<file path="src/rtl/cpu_pkg.sv">
// Shared pipeline definitions: RV32 major opcodes, operand-forward select encoding,
// hazard FSM states and the register-dependence match helper.
package cpu_pkg;

  localparam logic [6:0] OP_OP     = 7'b0110011;
  localparam logic [6:0] OP_OPIMM  = 7'b0010011;
  localparam logic [6:0] OP_LOAD   = 7'b0000011;
  localparam logic [6:0] OP_JALR   = 7'b1100111;
  localparam logic [6:0] OP_STORE  = 7'b0100011;
  localparam logic [6:0] OP_BRANCH = 7'b1100011;
  localparam logic [6:0] OP_LUI    = 7'b0110111;
  localparam logic [6:0] OP_JAL    = 7'b1101111;

  typedef enum logic [1:0] {
    FWD_RF    = 2'b00,
    FWD_EXMEM = 2'b01,
    FWD_MEMWB = 2'b10
  } fwd_sel_e;

  typedef enum logic [1:0] {
    RUN   = 2'd0,
    STALL = 2'd1,
    FLUSH = 2'd2
  } state_e;

  // x0 is hardwired to zero, so a write to it never creates a dependence.
  function automatic logic reg_match(input logic       used,
                                     input logic       wen,
                                     input logic [4:0] rd,
                                     input logic [4:0] rs);
    return used && wen && (rd != 5'd0) && (rs == rd);
  endfunction

endpackage

</file>
<file path="src/rtl/hazard_ctrl_op_class.sv">
// Combinational register-usage decode of the instruction sitting in ID.
module op_class
  import cpu_pkg::*;
(
  input  logic [6:0] i_opcode,
  input  logic [4:0] i_rd,
  output logic       o_uses_rs1,
  output logic       o_uses_rs2,
  output logic       o_writes_rd,
  output logic       o_is_load
);

  logic w_wr;

  always_comb begin
    o_uses_rs1 = 1'b0;
    o_uses_rs2 = 1'b0;
    o_is_load  = 1'b0;
    w_wr       = 1'b0;
    case (i_opcode)
      OP_OP:     begin o_uses_rs1 = 1'b1; o_uses_rs2 = 1'b1; w_wr = 1'b1; end
      OP_OPIMM:  begin o_uses_rs1 = 1'b1; w_wr = 1'b1; end
      OP_LOAD:   begin o_uses_rs1 = 1'b1; w_wr = 1'b1; o_is_load = 1'b1; end
      OP_JALR:   begin o_uses_rs1 = 1'b1; w_wr = 1'b1; end
      OP_STORE:  begin o_uses_rs1 = 1'b1; o_uses_rs2 = 1'b1; end
      OP_BRANCH: begin o_uses_rs1 = 1'b1; o_uses_rs2 = 1'b1; end
      OP_LUI:    w_wr = 1'b1;
      OP_JAL:    w_wr = 1'b1;
      default:   ;
    endcase
  end

  assign o_writes_rd = w_wr && (i_rd != 5'd0);

endmodule

</file>
<file path="src/rtl/hazard_ctrl.sv">
// Pipeline hazard controller: load-use / dependence stalls, redirect flushes, operand
// forwarding selects and a saturating stall counter. Define HAZARD_FWD_EN for forwarding.
module hazard_ctrl
  import cpu_pkg::*;
(
  input  logic        clk,
  input  logic        rst,
  input  logic [6:0]  id_opcode,
  input  logic [4:0]  id_rs1,
  input  logic [4:0]  id_rs2,
  input  logic [4:0]  id_rd,
  input  logic        ex_redirect,
  output logic        stall_if,
  output logic        flush_id,
  output logic        bubble_ex,
  output logic [1:0]  fwd_a,
  output logic [1:0]  fwd_b,
  output logic [15:0] stall_cnt
);

  function automatic logic [15:0] sat_inc(input logic [15:0] v);
    return (v == 16'hFFFF) ? v : v + 16'd1;
  endfunction

  logic w_uses_rs1, w_uses_rs2, w_writes_rd, w_is_load;

  op_class u_op_class (
    .i_opcode    (id_opcode),
    .i_rd        (id_rd),
    .o_uses_rs1  (w_uses_rs1),
    .o_uses_rs2  (w_uses_rs2),
    .o_writes_rd (w_writes_rd),
    .o_is_load   (w_is_load)
  );

  state_e      r_state;
  logic [4:0]  r_ex_rd, r_mem_rd;
  logic        r_ex_wen, r_ex_is_load, r_mem_wen;
  logic [15:0] r_stall_cnt;

  logic w_ex_m1, w_ex_m2, w_mem_m1, w_mem_m2;
  logic w_load_use, w_hazard, w_flush, w_stall, w_bubble;
  fwd_sel_e w_fwd_a, w_fwd_b;

  assign w_ex_m1    = reg_match(w_uses_rs1, r_ex_wen,  r_ex_rd,  id_rs1);
  assign w_ex_m2    = reg_match(w_uses_rs2, r_ex_wen,  r_ex_rd,  id_rs2);
  assign w_mem_m1   = reg_match(w_uses_rs1, r_mem_wen, r_mem_rd, id_rs1);
  assign w_mem_m2   = reg_match(w_uses_rs2, r_mem_wen, r_mem_rd, id_rs2);
  assign w_load_use = r_ex_is_load && (w_ex_m1 || w_ex_m2);

`ifdef HAZARD_FWD_EN
  assign w_hazard = w_load_use;

  always_comb begin
    w_fwd_a = FWD_RF;
    w_fwd_b = FWD_RF;
    if (w_ex_m1 && !r_ex_is_load) w_fwd_a = FWD_EXMEM;
    else if (w_mem_m1)            w_fwd_a = FWD_MEMWB;
    if (w_ex_m2 && !r_ex_is_load) w_fwd_b = FWD_EXMEM;
    else if (w_mem_m2)            w_fwd_b = FWD_MEMWB;
  end
`else
  // Without bypass paths any in-flight producer blocks ID until it reaches WB.
  assign w_hazard = w_load_use || w_ex_m1 || w_ex_m2 || w_mem_m1 || w_mem_m2;
  assign w_fwd_a  = FWD_RF;
  assign w_fwd_b  = FWD_RF;
`endif

  assign w_flush  = ex_redirect || (r_state == FLUSH);
  assign w_stall  = w_hazard && !w_flush;
  assign w_bubble = w_stall || w_flush;

  assign stall_if  = !rst && w_stall;
  assign flush_id  = !rst && w_flush;
  assign bubble_ex = !rst && w_bubble;
  assign fwd_a     = (rst || w_bubble) ? 2'b00 : w_fwd_a;
  assign fwd_b     = (rst || w_bubble) ? 2'b00 : w_fwd_b;
  assign stall_cnt = rst ? 16'h0000 : r_stall_cnt;

  // ID -> EX -> MEM shadow of destination info, FSM and stall counter
  always_ff @(posedge clk) begin
    if (rst) begin
      r_state      <= RUN;
      r_ex_rd      <= 5'd0;
      r_ex_wen     <= 1'b0;
      r_ex_is_load <= 1'b0;
      r_mem_rd     <= 5'd0;
      r_mem_wen    <= 1'b0;
      r_stall_cnt  <= 16'h0000;
    end else begin
      case (r_state)
        RUN:     if (ex_redirect) r_state <= FLUSH;
                 else if (w_hazard) r_state <= STALL;
        STALL:   if (ex_redirect) r_state <= FLUSH;
                 else if (w_hazard) r_state <= STALL;
                 else r_state <= RUN;
        FLUSH:   r_state <= ex_redirect ? FLUSH : RUN;
        default: r_state <= RUN;
      endcase
      r_mem_rd  <= r_ex_rd;
      r_mem_wen <= r_ex_wen;
      if (w_bubble) begin
        r_ex_rd      <= 5'd0;
        r_ex_wen     <= 1'b0;
        r_ex_is_load <= 1'b0;
      end else begin
        r_ex_rd      <= id_rd;
        r_ex_wen     <= w_writes_rd;
        r_ex_is_load <= w_is_load;
      end
      if (w_stall) r_stall_cnt <= sat_inc(r_stall_cnt);
    end
  end

endmodule
</file>
<file path="config.mk">
export PLATFORM = sky130hd
export DESIGN_NAME = hazard_ctrl
export DESIGN_NICKNAME = d
export VERILOG_FILES = /design/src/rtl/cpu_pkg.sv /design/src/rtl/hazard_ctrl_op_class.sv /design/src/rtl/hazard_ctrl.sv
export SDC_FILE = /design/constraint.sdc
export NUM_CORES = 1
export LEC_CHECK = 0
export CORE_MARGIN = 1.5
export CORE_UTILIZATION = 43
export DETAILED_ROUTE_END_ITERATION = 10
export GPL_ROUTABILITY_DRIVEN = 1
export PLACE_DENSITY_LB_ADDON = 0.2
export SLEW_MARGIN = 10
export SYNTH_ARGS = -nofsm -noshare
export SYNTH_HDL_FRONTEND = slang
export SYNTH_HIERARCHICAL = 1
export SYNTH_SLANG_ARGS = --single-unit
</file>
<file path="constraint.sdc">
create_clock -name clk -period 2.2 [get_ports clk]
set_clock_uncertainty 0.1 [all_clocks]
set_input_delay 0.22 -clock clk [delete_from_list [all_inputs] [get_ports clk]]
set_output_delay 0.22 -clock clk [all_outputs]
set_load 0.02 [all_outputs]
</file>
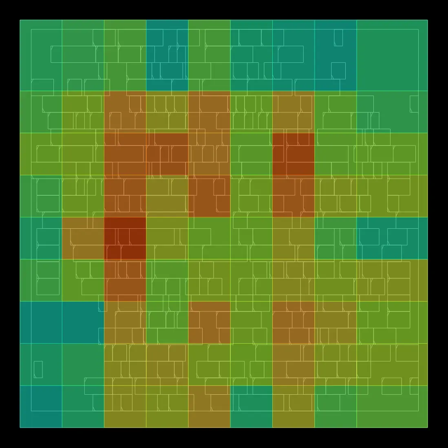
*Routing congestion map, run 1*
Final Util: 0.673
global routing's busiest layer: met2
met3 Use GR: 0.0507
WL per Instance: 13.6 um

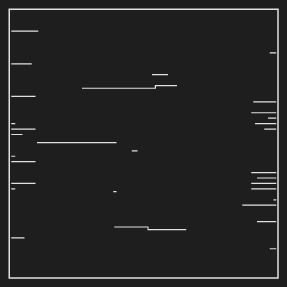
*Met3 routing, run 1*
Scale: 4 px per um.
27 nets have wire on it. The layer carries 168 um of wire. The longest straight run is 19.5 um. The layer holds 3.8% of the routed length. The wires run mostly horizontal.
via count of the routed design: 1648
WL final: 4430 um

==> out/metrics.csv, run 1 <==
stage;metric;value;unit
floorplan;core_area;3970;um^2
place;dp_hpwl;2890;um
final_layout;fin_cells;325;
final_layout;drive_above_1_share;0.291;
final_layout;fin_area;2670;um^2
run;cap_violations;0;
global_route;track_usage;0.209;
global_route;grt_pass1_wl;6870;um
global_route;grt_overflow;0;
power_and_ir_drop;leakage;0.000957;uW
final_layout;combGateArea;1260;um^2
outcome;outcome;finished, violations left;
yosys;synth.avg_cell_area;8.46;um^2
final_layout;seqCellArea;601;um^2
floorplan;fp_util;0.441;
timing;setup_viol;11;
global_route;antenna_found_initial;0;
outcome;violations;negative setup slack;
clock_tree;cts_inserted_buffers;5;
place;gp_congestion;0.862;
timing;rsz0062_at_grt;true;
route;top_layer_used;met4;
yosys;synth_warnings;6;
clock_tree;cts_num_sinks;30;
timing;setup_slack;-90.0;ps
clock_tree;clock_path_buffers;2;
run;warnings;28;
route;drtAntennaViolNets;0;
yosys;syn_area;1750;um^2
floorplan;die_h;66.8;um
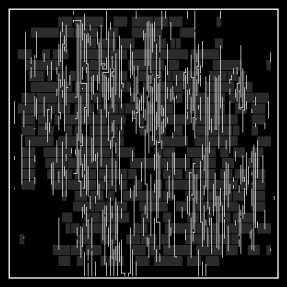
*Met2 routing, run 1*
Scale: 4 px per um.
The layer carries 2260 um of wire. The longest straight run is 28.9 um. The wires run mostly vertical. 268 nets have wire on it.
met2 Track Usage GR: 0.364

## run 1: state kept, by name, indices dropped and copies added (netlist names)
signal / count
r_ex_rd: 5
r_mem_wen: 1
r_ex_wen: 1
r_mem_rd: 5
r_state: 2
r_stall_cnt: 16
## run 1: per-layer routing
metal  up-vias  track usage
met5         -            0
met4         0       0.0765
met3         6       0.0507
met2        32        0.364
met1       767        0.246
li1        843            -
## run 1: where the power goes
part / internal (uW) / leakage (uW) / switching (uW)
sequential: 550 / 0.000243 / 6.61
clock: 252 / 0.0000482 / 208
combinational: 89.2 / 0.000666 / 71.4
## run 1: cell type report
class,instances,share of cell area
clock inverters,1,0.00187
multi-input cells,161,0.471
well taps,50,0.0234
inverters,7,0.00984
repair buffers,69,0.237
flip-flops and latches,30,0.225
clock buffers,7,0.0323
## run 1: critical path, stage by stage
cell,delay (ps)
clkbuf_2,80
nand2_1,60
or3_4,400
a211oi_4,270
nand2_2,100
o22ai_4,180
a32oi_4,170
buf_4,180
buf_6,130
buf_4,140
or3_1,330
a21oi_1,140
## run 1: cells in the final DEF, fill, tap and decap left out, types with 3 or more instances in the layout
cell type,count
dfxtp_1,30
nand4_1,4
o21ai_0,3
nand3_1,9
and3_1,3
a21oi_1,7
nor4_4,3
nor3_1,4
conb_1,4
mux2_2,8
xnor2_1,20
clkdlybuf4s50_1,34
buf_4,21
nand2_1,8
nor2_1,17
clkbuf_8,6
inv_1,7
mux2_4,5
nor3_2,5
nor2b_1,20
nor2_2,3
and2_1,7
buf_6,4
clkbuf_2,4
or3_1,3
## run 1: timing repair
item	in CTS	in global routing
endpoints found under the setup margin	24	18
setup buffers	2	1
resized	45	21
cloned	1	0
pin swaps	11	15
## run 1: path summary, 6_finish.rpt
path                                         startpoint                     endpoint  slack [ps]  depth (start not counted)
worst max-delay path                       id_opcode[1]  r_stall_cnt[0]$_SDFFE_PP0P_         -90                         12
worst min-delay path            r_state[0]$_SDFFE_PP0P_      r_state[1]$_SDFFE_PP0P_         330                          1
worst max register to register    r_ex_rd[2]$_SDFF_PP0_  r_stall_cnt[2]$_SDFFE_PP0P_         -80                          7
worst min register to register  r_state[0]$_SDFFE_PP0P_      r_state[1]$_SDFFE_PP0P_         330                          1
## run 1: metrics by stage
| stage | TNS, ps | setup WS, ps | util |
|---|---|---|---|
| 6_report | -648 | -90.0 | 0.673 |
| 5_1_grt | -1660 | -154 | 0.673 |
| 4_1_cts | -344 | -74.8 | 0.660 |
| 3_5_place_dp | -13130 | -699 | 0.597 |
| 3_3_place_gp | -12380 | -657 | 0.597 |
| 2_1_floorplan | 0 | 23.3 | - |
## Run 2: what changed since run 1
--- a/config.mk
+++ b/config.mk
@@ -5,8 +5,9 @@
 export SDC_FILE = /design/constraint.sdc
 export NUM_CORES = 1
 export LEC_CHECK = 0
-export CORE_MARGIN = 1.5
-export CORE_UTILIZATION = 43
+export ABC_AREA = 1
+export CORE_MARGIN = 1
+export CORE_UTILIZATION = 45
 export DETAILED_ROUTE_END_ITERATION = 10
 export GPL_ROUTABILITY_DRIVEN = 1
 export PLACE_DENSITY_LB_ADDON = 0.2
==> constraint.sdc (replaced) <==
create_clock -name clk -period 2.2 [get_ports clk]
set_clock_uncertainty 0.1 [all_clocks]
set_input_delay 0.22 -clock clk [delete_from_list [all_inputs] [get_ports clk]]
set_output_delay 0.22 -clock clk [all_outputs]
set_load 0.01 [all_outputs]
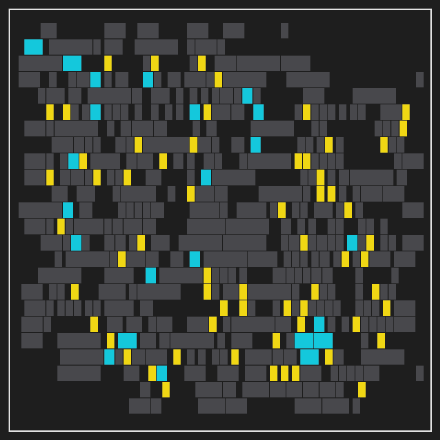
*Gate-type map, run 2*
Scale: 6 px per um.
inverters: in yellow, cells 62, most used inv_1. inverting AOI/OAI gates: in cyan, cells 23, most used a21oi_1.
dominant logic cell type in the layout: nand2_1
Comb/total area: 0.439
non-filler cells, final: 468

==> run 2 against run 1 <==
The flow now finishes without violations; die size grew 10%; via count grew 39%; cell area increased by 4.4%; critical endpoint is now stall_if; largest cell class unchanged; largest power group unchanged.
==> out/metrics.csv, run 2 <==
stage;metric;value;unit;change
timing;setup_viol;0;;was 11
yosys;synth_warnings;6;;unchanged
run;warnings;27;;was 28
global_route;antenna_found_initial;0;;unchanged
place;place_ws;-441;ps;was -699 ps
final_layout;largest_reg_flops;16;;unchanged
timing;setup_tns;0;ps;was -648 ps
worst_setup_path;startpoint;id_opcode[3];;was id_opcode[1]
final_layout;mostFrequentLayoutCells;nand2_1 (105), nor2_1 (63), inv_1 (56);;was clkdlybuf4s50_1 (34), dfxtp_1 (30), buf_4 (21)
floorplan;core_area;4410;um^2;was 3970 um^2
global_route;grt_pass1_wl;8970;um;was 6870 um
hold_path;holdPathStages;1;;unchanged
yosys;synth.avg_cell_area;5.84;um^2;was 8.46 um^2
power_and_ir_drop;leakage;0.00134;uW;was 0.000957 uW
floorplan;fp_util;0.473;;was 0.441
place;dp_hpwl;3850;um;was 2890 um
final_layout;top_regs;r_stall_cnt x16, r_ex_rd x5, r_mem_rd x5;;unchanged
final_layout;combGateArea;1220;um^2;was 1260 um^2
global_route;grt_overflow;0;;unchanged
timing;setup_slack;113;ps;was -90.0 ps
worst_setup_path;r2r_start;r_stall_cnt[0]$_SDFFE_PP0P_;;was r_ex_rd[2]$_SDFF_PP0_
outcome;outcome;completed;;was finished, violations left
place;gp_congestion;0.896;;was 0.862
global_route;track_usage;0.226;;was 0.209
clock_tree;cts_num_sinks;30;;unchanged
hold_path;hold_start;r_state[0]$_SDFFE_PP0P_;;unchanged
route;wl_per_cell;11.5;um;was 13.6 um
route;drtAntennaViolNets;0;;unchanged
final_layout;fin_area;2790;um^2;was 2670 um^2
final_layout;seqCellArea;601;um^2;unchanged
yosys;syn_area;2090;um^2;was 1750 um^2
worst_setup_path;reg2reg_depth;9;;was 7
floorplan;die_h;70.1;um;was 66.8 um
clock_tree;cts_inserted_buffers;5;;unchanged
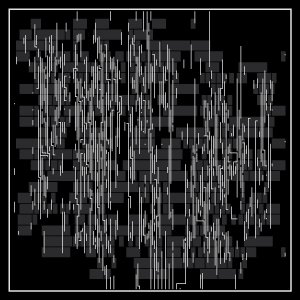
*Met2 routing, run 2*
Scale: 4 px per um.
The longest straight run is 29.6 um. The layer holds 48% of the routed length.
WL final: 5400 um
met2 Track Usage GR: 0.390
via count of the routed design: 2285

## run 2: final timing paths
path / slack, ps / to
hold reg to reg: 330 / r_state[1]$_SDFFE_PP0P_
setup reg to reg: 320 / r_stall_cnt[12]$_SDFFE_PP0P_
setup / recovery: 110 / stall_if
hold / removal: 330 / r_state[1]$_SDFFE_PP0P_
## run 2: worst max-delay path, stage by stage
cell and delay (ps):
clkdlybuf4s50_1 420, inv_1 80, nand2_1 70, a21oi_2 130
nand2_1 80, inv_1 50, nand2_1 50, nor2_1 80
nand3_1 80, nand2_1 70, nand2_1 60, nand2_2 100
inv_2 50, nor3_2 90, buf_2 150
## run 2: area by class of cell
type | count | area share
clock buffers | 8 | 0.0395
flip-flops and latches | 30 | 0.215
well taps | 52 | 0.0233
repair buffers | 59 | 0.199
multi-input cells | 257 | 0.439
inverters | 62 | 0.0834
## run 2: metrics by stage
stage | cells | util | hold WS, ps
CTS | 465 | 0.618 | 329
floorplan | 360 | - | 199
global route | 468 | 0.632 | 363
global placement | 457 | 0.595 | 310
detailed placement | 457 | 0.595 | 321
finish | 468 | 0.632 | 332
## run 2: routing by layer
metal | vias up | global-route usage | wire length, um | part of all wire
met2 | 60 | 0.390 | 2590 | 0.48
met5 | - | 0 | 0 | 0
li1 | 1204 | - | - | -
met3 | 11 | 0.0418 | 221 | 0.041
met4 | 0 | 0.100 | 115 | 0.021
met1 | 1010 | 0.272 | 2480 | 0.46
## run 2: repair_timing
item	CTS	global route
pin swaps	2	9
setup endpoints to repair	2	17
cloned	0	1
hold buffers	0	0
setup buffers	0	2
gates resized	9	16
## run 2: report_power, final
group | leakage (uW) | internal (uW) | switching [uW]
sequential | 0.000243 | 550 | 5.92
combinational | 0.00104 | 79.6 | 90.9
clock | 0.0000575 | 316 | 215
total | 0.00134 | 945 | 312
## Run 3: what changed since run 2
--- a/config.mk
+++ b/config.mk
@@ -6,11 +6,12 @@
 export NUM_CORES = 1
 export LEC_CHECK = 0
 export ABC_AREA = 1
-export CORE_MARGIN = 1
+export CORE_MARGIN = 10
 export CORE_UTILIZATION = 45
 export DETAILED_ROUTE_END_ITERATION = 10
 export GPL_ROUTABILITY_DRIVEN = 1
 export PLACE_DENSITY_LB_ADDON = 0.2
+export REMOVE_ABC_BUFFERS = 1
 export SLEW_MARGIN = 10
 export SYNTH_ARGS = -nofsm -noshare
 export SYNTH_HDL_FRONTEND = slang
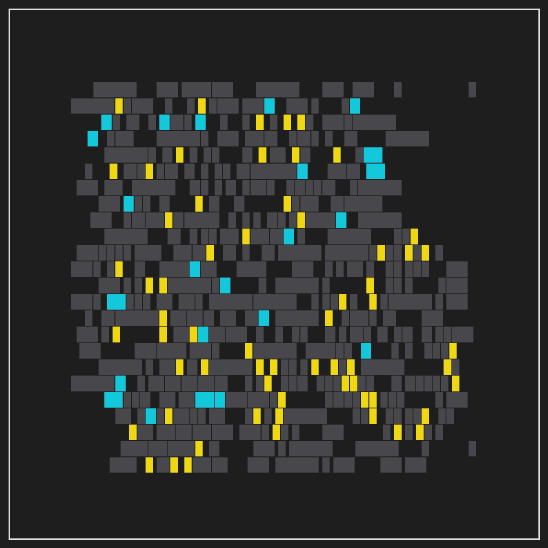
*Gate-type map, run 3*
Scale: 6 px per um.
inverters: in yellow, cells 62, most used inv_1. inverting AOI/OAI gates: in cyan, cells 23, most used a21oi_1.
non-filler cells, final: 476
Comb/total area: 0.436

==> run 3 against run 2 <==
Sequential share of layout area is 0.27 points lower; total power fell by 4.1%; global-route usage shrank 7.1 points; final cell count grew 1.7%; routed wire length is 8.8% higher; cell area is 1.3% higher; sequential power barely moved; combinational power up 6%; largest power group unchanged; highest routed layer unchanged.
==> out/metrics.csv, run 3 <==
stage;metric;value;unit;change
final_layout;lay_top_count;nand2_1;;unchanged
global_route;antenna_found_initial;0;;unchanged
worst_setup_path;cp-endpoint;stall_if;;unchanged
worst_setup_path;r2r_start;r_ex_rd[3]$_SDFF_PP0_;;was r_stall_cnt[0]$_SDFFE_PP0P_
route;drtAntennaViolNets;0;;unchanged
outcome;outcome;completed;;unchanged
final_layout;largest-register;r_stall_cnt;;unchanged
run;cap_violations;0;;unchanged
yosys;synth.avg_cell_area;5.84;um^2;unchanged
place;dpl.cell_count;456;;was 457
final_layout;mostFrequentLayoutCells;nand2_1 (104), nor2_1 (62), inv_1 (55);;was nand2_1 (105), nor2_1 (63), inv_1 (56)
floorplan;core_area;4410;um^2;unchanged
yosys;synth_warnings;6;;unchanged
worst_setup_path;startpoint;id_opcode[6];;was id_opcode[3]
global_route;grt_overflow;0;;unchanged
global_route;grt_pass1_wl;9900;um;was 8970 um
place;dp_hpwl;4340;um;was 3850 um
clock_tree;cts_num_sinks;30;;unchanged
worst_setup_path;r2r-end;r_stall_cnt[9]$_SDFFE_PP0P_;;was r_stall_cnt[12]$_SDFFE_PP0P_
final_layout;fin_area;2820;um^2;was 2790 um^2
clock_tree;cts_inserted_buffers;5;;unchanged
route;wl_per_cell;12.3;um;was 11.5 um
route;wl;5880;um;was 5400 um
clock_tree;hold_buffers;0;;unchanged
floorplan;fp_util;0.473;;unchanged
final_layout;largest_reg_flops;16;;unchanged
worst_setup_path;reg2reg_depth;12;;was 9
final_layout;drive_above_1_share;0.139;;was 0.118
route;route.vias.total;2334;;was 2285
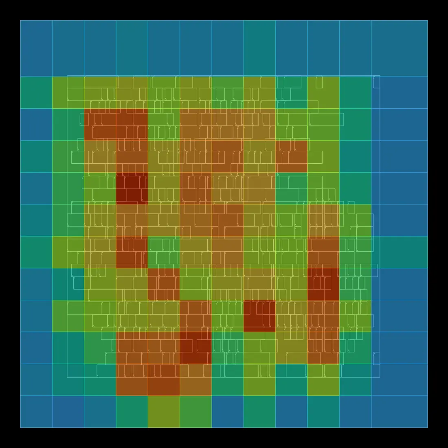
*Routing congestion map, run 3*
met2 Track Usage GR: 0.255
Final Util: 0.640
All-Layer GR Usage: 0.156
met3 Use GR: 0.0492
GRT met1 Usage: 0.186

[run 3: critical path, cell delays in order]
cell and delay [ps]:
dlygate4sd2_1 280, inv_1 90, nand2_1 60, a21oi_2 160
nand2_1 70, inv_1 70, nand2_1 50, nor2_1 110
nand3_1 90, nand2_1 60, nand2_1 60, nand2_2 80
inv_2 40, nor3_2 140, buf_2 160
[run 3: where the power goes]
part	internal, uW	leakage (uW)	switching, uW
combinational	86.5	0.00105	94.3
sequential	550	0.000243	5.79
clock	252	0.0000482	218
total	889	0.00134	318
[run 3: per-stage QoR]
step	power, uW	hold WS, ps	setup TNS, ps	worst slack (ps)
after global placement	729	308	-5270	-495
final	1210	329	0	135
after detailed placement	730	324	-5350	-495
after CTS	1210	333	0	3.19
after floorplan	634	182	0	390
after global routing	1260	351	-17.0	-17.0
[run 3: how the worst min path moves through the flow]
stage | from | endpoint | slack (ps) | cells past startpoint
final | r_state[0]$_SDFFE_PP0P_ | r_state[1]$_SDFFE_PP0P_ | 330 | 1
after global routing | r_state[0]$_SDFFE_PP0P_ | r_state[1]$_SDFFE_PP0P_ | 350 | 1
after CTS | r_state[0]$_SDFFE_PP0P_ | r_state[1]$_SDFFE_PP0P_ | 330 | 1
after detailed placement | r_state[0]$_SDFFE_PP0P_ | r_state[1]$_SDFFE_PP0P_ | 320 | 1
after global placement | r_state[0]$_SDFFE_PP0P_ | r_state[1]$_SDFFE_PP0P_ | 310 | 1
after floorplan | rst | r_stall_cnt[8]$_SDFFE_PP0P_ | 180 | 1
[run 3: area by class of cell]
class | instances | area (um^2) | share of cell area
Multi-Input combinational cell | 257 | 1230 | 0.436
Inverter | 62 | 233 | 0.0824
Sequential cell | 30 | 601 | 0.213
Tap cell | 52 | 65.1 | 0.0230
Clock inverter | 1 | 5.00 | 0.00177
Timing Repair Buffer | 67 | 603 | 0.214
Clock buffer | 7 | 86.3 | 0.0306
[run 3: repair_timing]
item / in CTS / in global routing
setup buffers: 10 / 1
gates resized: 24 / 6
setup endpoints to repair: 2 / 17
hold endpoints to repair: 0 / 0
gates cloned: 0 / 1
pin swaps: 11 / 8
[run 3: per-layer routing]
metal | GRT usage | vias up | wire length, um
met5 | 0 | - | 0
met4 | 0.0585 | 0 | 115
met3 | 0.0492 | 10 | 430
met2 | 0.255 | 74 | 2710
met1 | 0.186 | 1025 | 2620
li1 | - | 1225 | -

==> notes/layouts.md <==
Pictures saved along the way, in no particular order.

Sizing map.
picture 1
Scale: 6 px per um.
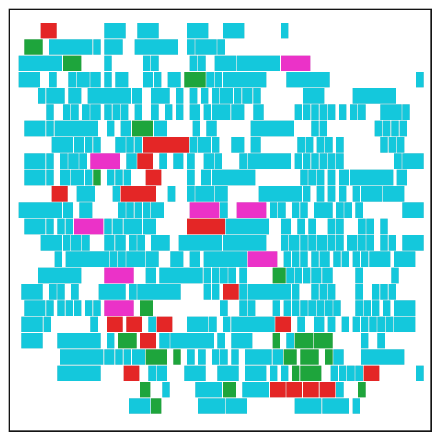
picture 2
Scale: 8 px per um.
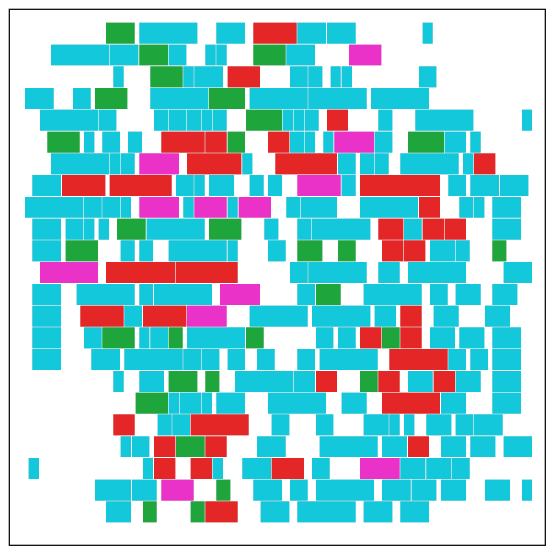
picture 3
Scale: 6 px per um.
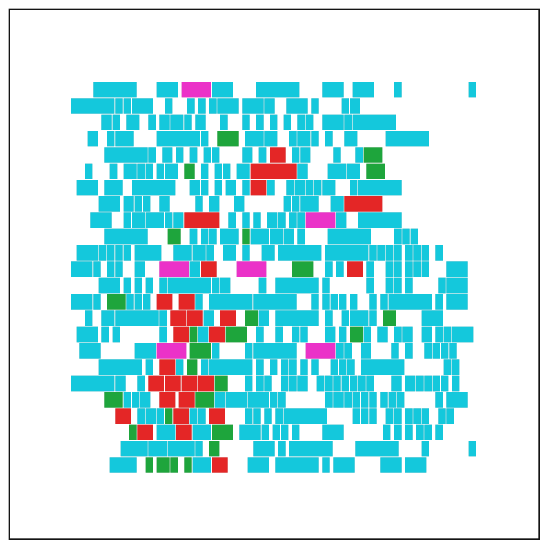
picture 3 -> run 3
picture 1 -> run 2
picture 2 -> run 1

Power and IR drop assume default switching activity.
